Fig. 1: I/O pins on the die edge
Drawn at 6 px/um. Pins as bars across the die edge, other pins in gray.
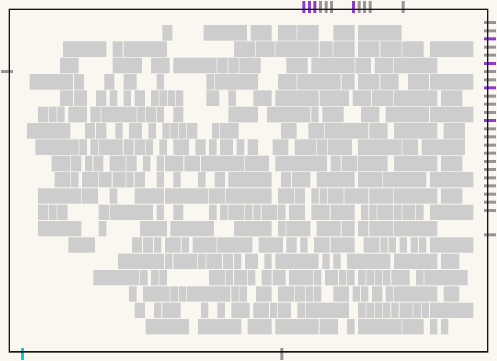
Fig. 2: logic cells by family
Drawn at 6 px/um.
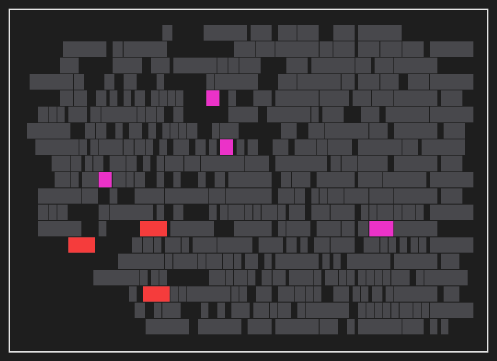
Fig. 3: drive-strength map
Drawn at 6 px/um.
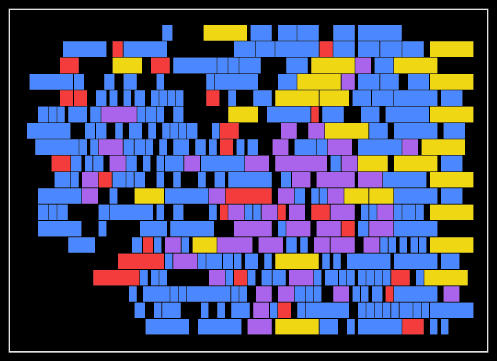
Fig. 4: placed standard cells
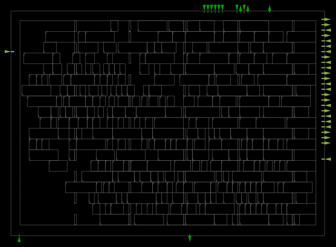
Fig. 5: port wiring
Drawn at 3 px/um.
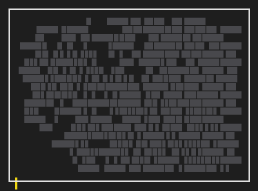
## src/rtl/rmii_tx_arbiter_if.sv

```systemverilog
// Source/MAC bus of the RMII TX arbiter: two frame sources in, one byte stream out.
// Optional col_abort strobe exists only when RMII_TX_ARB_COL_ABORT_EN is defined.
interface rmii_tx_arbiter_if;
  logic       req0, req1;
  logic [7:0] data0, data1;
  logic       last0, last1;
  logic       ack0, ack1;
  logic       mac_col;
  logic [7:0] mac_txd;
  logic       mac_tx_en, mac_tx_er;
  logic       grant, busy, err_underrun, err_toolong;
`ifdef RMII_TX_ARB_COL_ABORT_EN
  logic       col_abort;
`endif

  modport master (
    output req0, req1, data0, data1, last0, last1, mac_col,
`ifdef RMII_TX_ARB_COL_ABORT_EN
    input  col_abort,
`endif
    input  ack0, ack1, mac_txd, mac_tx_en, mac_tx_er, grant, busy,
    input  err_underrun, err_toolong
  );

  modport slave (
    input  req0, req1, data0, data1, last0, last1, mac_col,
`ifdef RMII_TX_ARB_COL_ABORT_EN
    output col_abort,
`endif
    output ack0, ack1, mac_txd, mac_tx_en, mac_tx_er, grant, busy,
    output err_underrun, err_toolong
  );
endinterface

```

## src/rtl/rmii_tx_arbiter.sv

```systemverilog
// Round-robin frame scheduler for the byte-wide MAC TX path: IFG, max length, underrun.
// Define RMII_TX_ARB_COL_ABORT_EN to abort on mac_col and retry the same source.
module rmii_tx_arbiter #(
  parameter int IFG_BYTES = 12,
  parameter int MAX_BYTES = 1522,
  parameter int CNT_W     = 11
) (
  input logic              clock,
  input logic              reset,
  rmii_tx_arbiter_if.slave bus
);
  typedef enum logic [1:0] {IDLE, SEND, GAP} state_t;

  localparam logic [CNT_W-1:0] BYTE_LAST = CNT_W'(MAX_BYTES - 1);
  localparam logic [CNT_W-1:0] GAP_LAST  = CNT_W'(IFG_BYTES - 1);

  state_t           state, state_nxt;
  logic             grant, grant_nxt;
  logic             retry, retry_nxt;
  logic [CNT_W-1:0] byte_cnt, byte_cnt_nxt;
  logic [CNT_W-1:0] gap_cnt, gap_cnt_nxt;
  logic [7:0]       txd, txd_nxt;
  logic             tx_en, tx_en_nxt;
  logic             tx_er, tx_er_nxt;
  logic             underrun, underrun_nxt;
  logic             toolong, toolong_nxt;
  logic             col_nxt;
  logic             col_hit;
  logic             req_g, last_g, ack_g;
  logic [7:0]       data_g;

  assign req_g  = grant ? bus.req1  : bus.req0;
  assign last_g = grant ? bus.last1 : bus.last0;
  assign data_g = grant ? bus.data1 : bus.data0;

  // Sources only advance while out of reset and actually streaming a frame.
  assign ack_g    = reset && (state == SEND) && req_g;
  assign bus.ack0 = ack_g && !grant;
  assign bus.ack1 = ack_g &&  grant;

`ifdef RMII_TX_ARB_COL_ABORT_EN
  assign col_hit = bus.mac_col;
`else
  logic unused_col;
  assign col_hit    = 1'b0;
  assign unused_col = bus.mac_col;
`endif

  always_comb begin
    state_nxt    = state;
    grant_nxt    = grant;
    retry_nxt    = retry;
    byte_cnt_nxt = byte_cnt;
    gap_cnt_nxt  = gap_cnt;
    txd_nxt      = '0;
    tx_en_nxt    = 1'b0;
    tx_er_nxt    = 1'b0;
    underrun_nxt = 1'b0;
    toolong_nxt  = 1'b0;
    col_nxt      = 1'b0;
    case (state)
      IDLE: begin
        if (bus.req0 || bus.req1) begin
          state_nxt    = SEND;
          byte_cnt_nxt = '0;
          gap_cnt_nxt  = '0;
          retry_nxt    = 1'b0;
          // A collided source keeps its turn; otherwise alternate on contention.
          if (retry && req_g)
            grant_nxt = grant;
          else if (bus.req0 && bus.req1)
            grant_nxt = ~grant;
          else
            grant_nxt = bus.req1;
        end
      end
      SEND: begin
        tx_en_nxt = 1'b1;
        if (!req_g) begin
          tx_er_nxt    = 1'b1;
          underrun_nxt = 1'b1;
          state_nxt    = GAP;
          byte_cnt_nxt = '0;
          gap_cnt_nxt  = '0;
        end else begin
          txd_nxt      = data_g;
          byte_cnt_nxt = byte_cnt + 1'b1;
          if (col_hit) begin
            tx_er_nxt    = 1'b1;
            col_nxt      = 1'b1;
            retry_nxt    = 1'b1;
            state_nxt    = GAP;
            byte_cnt_nxt = '0;
            gap_cnt_nxt  = '0;
          end else if (last_g) begin
            state_nxt    = GAP;
            byte_cnt_nxt = '0;
            gap_cnt_nxt  = '0;
          end else if (byte_cnt == BYTE_LAST) begin
            tx_er_nxt    = 1'b1;
            toolong_nxt  = 1'b1;
            state_nxt    = GAP;
            byte_cnt_nxt = '0;
            gap_cnt_nxt  = '0;
          end
        end
      end
      GAP: begin
        gap_cnt_nxt = gap_cnt + 1'b1;
        if (gap_cnt == GAP_LAST) begin
          state_nxt   = IDLE;
          gap_cnt_nxt = '0;
        end
      end
      default: state_nxt = IDLE;
    endcase
  end

  // grant resets to 1 so that source 0 wins the first tie.
  always_ff @(posedge clock) begin
    if (!reset) begin
      state    <= IDLE;
      grant    <= 1'b1;
      retry    <= 1'b0;
      byte_cnt <= '0;
      gap_cnt  <= '0;
      txd      <= '0;
      tx_en    <= 1'b0;
      tx_er    <= 1'b0;
      underrun <= 1'b0;
      toolong  <= 1'b0;
    end else begin
      state    <= state_nxt;
      grant    <= grant_nxt;
      retry    <= retry_nxt;
      byte_cnt <= byte_cnt_nxt;
      gap_cnt  <= gap_cnt_nxt;
      txd      <= txd_nxt;
      tx_en    <= tx_en_nxt;
      tx_er    <= tx_er_nxt;
      underrun <= underrun_nxt;
      toolong  <= toolong_nxt;
    end
  end

`ifdef RMII_TX_ARB_COL_ABORT_EN
  logic col_abort;
  always_ff @(posedge clock) begin
    if (!reset) col_abort <= 1'b0;
    else        col_abort <= col_nxt;
  end
  assign bus.col_abort = col_abort;
`else
  logic unused_col_nxt;
  assign unused_col_nxt = col_nxt;
`endif

  assign bus.mac_txd      = txd;
  assign bus.mac_tx_en    = tx_en;
  assign bus.mac_tx_er    = tx_er;
  assign bus.grant        = grant;
  assign bus.busy         = (state != IDLE);
  assign bus.err_underrun = underrun;
  assign bus.err_toolong  = toolong;
endmodule

```

## src/flat_wrapper.sv

```systemverilog
// flat-port wrapper written by rule: the top's interface ports become plain ports
module rmii_tx_arbiter_flat 
#(
  parameter int IFG_BYTES = 12,
  parameter int MAX_BYTES = 1522,
  parameter int CNT_W     = 11
)
  (clock, reset, bus_req0, bus_req1, bus_data0, bus_data1, bus_last0, bus_last1, bus_mac_col, bus_ack0, bus_ack1, bus_mac_txd, bus_mac_tx_en, bus_mac_tx_er, bus_grant, bus_busy, bus_err_underrun, bus_err_toolong);
  rmii_tx_arbiter_if bus_i ();
  input logic clock;
  input logic reset;
  input wire logic [$bits(bus_i.req0)-1:0] bus_req0;
  input wire logic [$bits(bus_i.req1)-1:0] bus_req1;
  input wire logic [$bits(bus_i.data0)-1:0] bus_data0;
  input wire logic [$bits(bus_i.data1)-1:0] bus_data1;
  input wire logic [$bits(bus_i.last0)-1:0] bus_last0;
  input wire logic [$bits(bus_i.last1)-1:0] bus_last1;
  input wire logic [$bits(bus_i.mac_col)-1:0] bus_mac_col;
  output wire logic [$bits(bus_i.ack0)-1:0] bus_ack0;
  output wire logic [$bits(bus_i.ack1)-1:0] bus_ack1;
  output wire logic [$bits(bus_i.mac_txd)-1:0] bus_mac_txd;
  output wire logic [$bits(bus_i.mac_tx_en)-1:0] bus_mac_tx_en;
  output wire logic [$bits(bus_i.mac_tx_er)-1:0] bus_mac_tx_er;
  output wire logic [$bits(bus_i.grant)-1:0] bus_grant;
  output wire logic [$bits(bus_i.busy)-1:0] bus_busy;
  output wire logic [$bits(bus_i.err_underrun)-1:0] bus_err_underrun;
  output wire logic [$bits(bus_i.err_toolong)-1:0] bus_err_toolong;
  assign bus_i.req0 = bus_req0;
  assign bus_i.req1 = bus_req1;
  assign bus_i.data0 = bus_data0;
  assign bus_i.data1 = bus_data1;
  assign bus_i.last0 = bus_last0;
  assign bus_i.last1 = bus_last1;
  assign bus_i.mac_col = bus_mac_col;
  assign bus_ack0 = bus_i.ack0;
  assign bus_ack1 = bus_i.ack1;
  assign bus_mac_txd = bus_i.mac_txd;
  assign bus_mac_tx_en = bus_i.mac_tx_en;
  assign bus_mac_tx_er = bus_i.mac_tx_er;
  assign bus_grant = bus_i.grant;
  assign bus_busy = bus_i.busy;
  assign bus_err_underrun = bus_i.err_underrun;
  assign bus_err_toolong = bus_i.err_toolong;
  rmii_tx_arbiter #(.IFG_BYTES(IFG_BYTES), .MAX_BYTES(MAX_BYTES), .CNT_W(CNT_W)) u_core (.clock(clock), .reset(reset), .bus(bus_i));
endmodule
```

## config.mk

```make
export PLATFORM = sky130hd
export DESIGN_NAME = rmii_tx_arbiter_flat
export DESIGN_NICKNAME = d
export VERILOG_FILES = /design/src/rtl/rmii_tx_arbiter_if.sv /design/src/rtl/rmii_tx_arbiter.sv /design/src/flat_wrapper.sv
export SDC_FILE = /design/constraint.sdc
export NUM_CORES = 1
export LEC_CHECK = 0
export ABC_AREA = 1
export CORE_ASPECT_RATIO = 0.7
export CORE_MARGIN = 2
export CORE_UTILIZATION = 45
export DETAILED_ROUTE_END_ITERATION = 8
export PLACE_DENSITY = 0.74
export SYNTH_ARGS = -nofsm -noshare
export SYNTH_HDL_FRONTEND = slang
export SYNTH_SLANG_ARGS = --single-unit
```

## constraint.sdc

```tcl
create_clock -name clock -period 1.4 [get_ports clock]
set_input_delay 0.28 -clock clock [delete_from_list [all_inputs] [get_ports clock]]
set_output_delay 0.28 -clock clock [all_outputs]
set_load 0.1 [all_outputs]
```

==> notes.md <==
run results: clock network power share=about a quarter, Cells after Synth=243, top cells by area=dfxtp_1 (41%), nand2_1 (10%), inv_1 (5.9%), via/cell ratio=between 5 and 6, sw frac=~34%, setup ws final=-0.187 ns, run status=finished with violations, Finish-stage setup viols=29, first-pass GRT wire length=between 7000 and 8000 um, failing checks=negative setup slack, Flops after synth=37, Final Hold Vio Count=0, worst hold path type=input pin to register, Post-Syn Area per Cell=approximately 7.4 um^2, skew final=0.0107 ns, peak fanout along the critical path=3, Pre-antenna DRT Iters=4, area leader, netlist=dfxtp_1, CP Capture Type=primary output, Tightest Pin Transition=between 0.3 and 0.4 ns, Pwr Density=between 900 and 1000 mW/mm^2, slew margin rel.=about four fifths, CTS buffer count=5, Wirelength per Cell=roughly 14 um, fmax=0.630 GHz
## Picture notes: Fig. 1
| color | port | pins | direction | edge |
|---|---|---|---|---|
| purple | bus_data0 | 8 | input | 4 right, 4 top |
| cyan | bus_mac_col | 1 | input | bottom |
Die X: 79.5 um
die height: 56.9 um
Port Buffers: 37

## Picture notes: Fig. 2
| color | family | cells | most used |
|---|---|---|---|
| magenta | and/or cells | 4 | or2_2 |
| red | fa/ha/maj cells | 3 | ha_1 |
Post-Layout Cell Count: 367
Comb area share: 36.9%
Commonest Layout Cell: nand2_1

## Picture notes: Fig. 3
| color | size | cells | share |
|---|---|---|---|
| purple | x3 and x4 | 46 | 15% |
| yellow | x6 and larger | 25 | 8.0% |
| blue | x1 and smaller | 218 | 69% |
| red | x2 | 25 | 8.0% |
Signal buffers: 66
Area growth syn-to-layout: 57.1%
Design Area, Final: 0.00282 mm^2
setup ws final: -0.187 ns

## Picture notes: Fig. 4
Post-Route Utilization: 72.8%
Placeable Area: 0.00387 mm^2

## Picture notes: Fig. 5
| color | port | bits | direction | edge | end cells | buffers |
|---|---|---|---|---|---|---|
| yellow | bus_mac_col | 1 | input | bottom | 0 | 0 |
io pins: 39

registers in the layout, indices dropped and copies added, names as in the netlist:
register,count
u_core.bus.mac_tx_en,1
u_core.gap_cnt,11
u_core.state,2
u_core.bus.mac_txd,8
u_core.bus.err_toolong,1
u_core.bus.err_underrun,1
u_core.byte_cnt,11
u_core.bus.grant,1
u_core.bus.mac_tx_er,1
area by class of cell:
class	instances	area (um^2)	area share (%)
diodes	1	2.50	0.0887
clock buffers	6	72.6	2.57
clock inverters	2	10.0	0.355
inverters	31	124	4.39
multi-input cells	172	1040	36.9
flip-flops and latches	37	748	26.5
well taps	52	65.1	2.31
repair buffers	66	757	26.8
power groups by stage:
| stage | sequential (mW) | combinational (mW) | clock (mW) |
|---|---|---|---|
| final | 1.13 | 0.874 | 0.726 |
| after global routing | 1.14 | 0.921 | 0.791 |
| after CTS | 1.13 | 0.823 | 0.750 |
| after detailed placement | 1.16 | 0.733 | 0 |
| after global placement | 1.16 | 0.719 | 0 |
| after floorplan | 1.28 | 0.306 | 0 |
through the flow:
step	setup slack, ns	util (%)
finish	-0.187	72.8
floorplan	-0.106	-
CTS	-0.143	71.0
global placement	-0.350	65.9
detailed placement	-0.384	65.9
global route	-0.254	72.8
timing repair:
item,CTS,global route
hold buffers,0,0
buffers inserted,6,2
setup endpoints to repair,17,29
pin swaps,5,8
gates resized,18,16
cloned,1,0
kinds of logic after synthesis:
logic type | count (synthesis) | share of synthesized area, %
buffers and inverters | 35 | 7.87
xor gates and xnor gates | 5 | 2.44
adders and majority gates | 3 | 2.09
AOI/OAI and AO/OA | 34 | 11.9
DFF | 37 | 41.3
and+or+nand+nor | 129 | 34.4
layer usage:
layer	routed length (um)	vias up	share of wire, %	track usage (%)
met5	0	-	0	0
met4	86	0	1.7	6.16
met3	297	14	5.7	7.40
met2	2370	60	46	34.7
met1	2420	868	47	30.3
li1	-	927	-	-
worst max-delay path, stage by stage, from the launching register on:
cell and delay (ns):
dfxtp_2 0.35, inv_2 0.06, nor2_4 0.15, nand2_4 0.09
inv_4 0.07, nand3_4 0.06, clkinv_4 0.06, buf_12 0.16
layout by cell type, fill, tap and decap left out, types with 2 or more instances in the layout:
| master | n |
|---|---|
| a21oi_1 | 12 |
| a21oi_2 | 4 |
| a22o_1 | 8 |
| buf_12 | 16 |
| buf_4 | 26 |
| buf_6 | 3 |
| clkbuf_8 | 5 |
| clkdlybuf4s50_1 | 19 |
| clkinv_2 | 2 |
| dfxtp_1 | 33 |
| dfxtp_2 | 3 |
| dlygate4sd2_1 | 2 |
| ha_1 | 3 |
| inv_1 | 25 |
| inv_2 | 4 |
| nand2_1 | 47 |
| nand2_2 | 4 |
| nand2_4 | 8 |
| nand3_1 | 18 |
| nand3_4 | 2 |
| nand3b_1 | 2 |
| nand4_1 | 8 |
| nor2_1 | 25 |
| nor2_2 | 2 |
| nor2_4 | 4 |
| nor3_1 | 3 |
| o21ai_0 | 6 |
| o21ai_2 | 2 |
| or2_2 | 3 |
| xor2_1 | 4 |
Power is estimated from default activity; no workload was simulated.
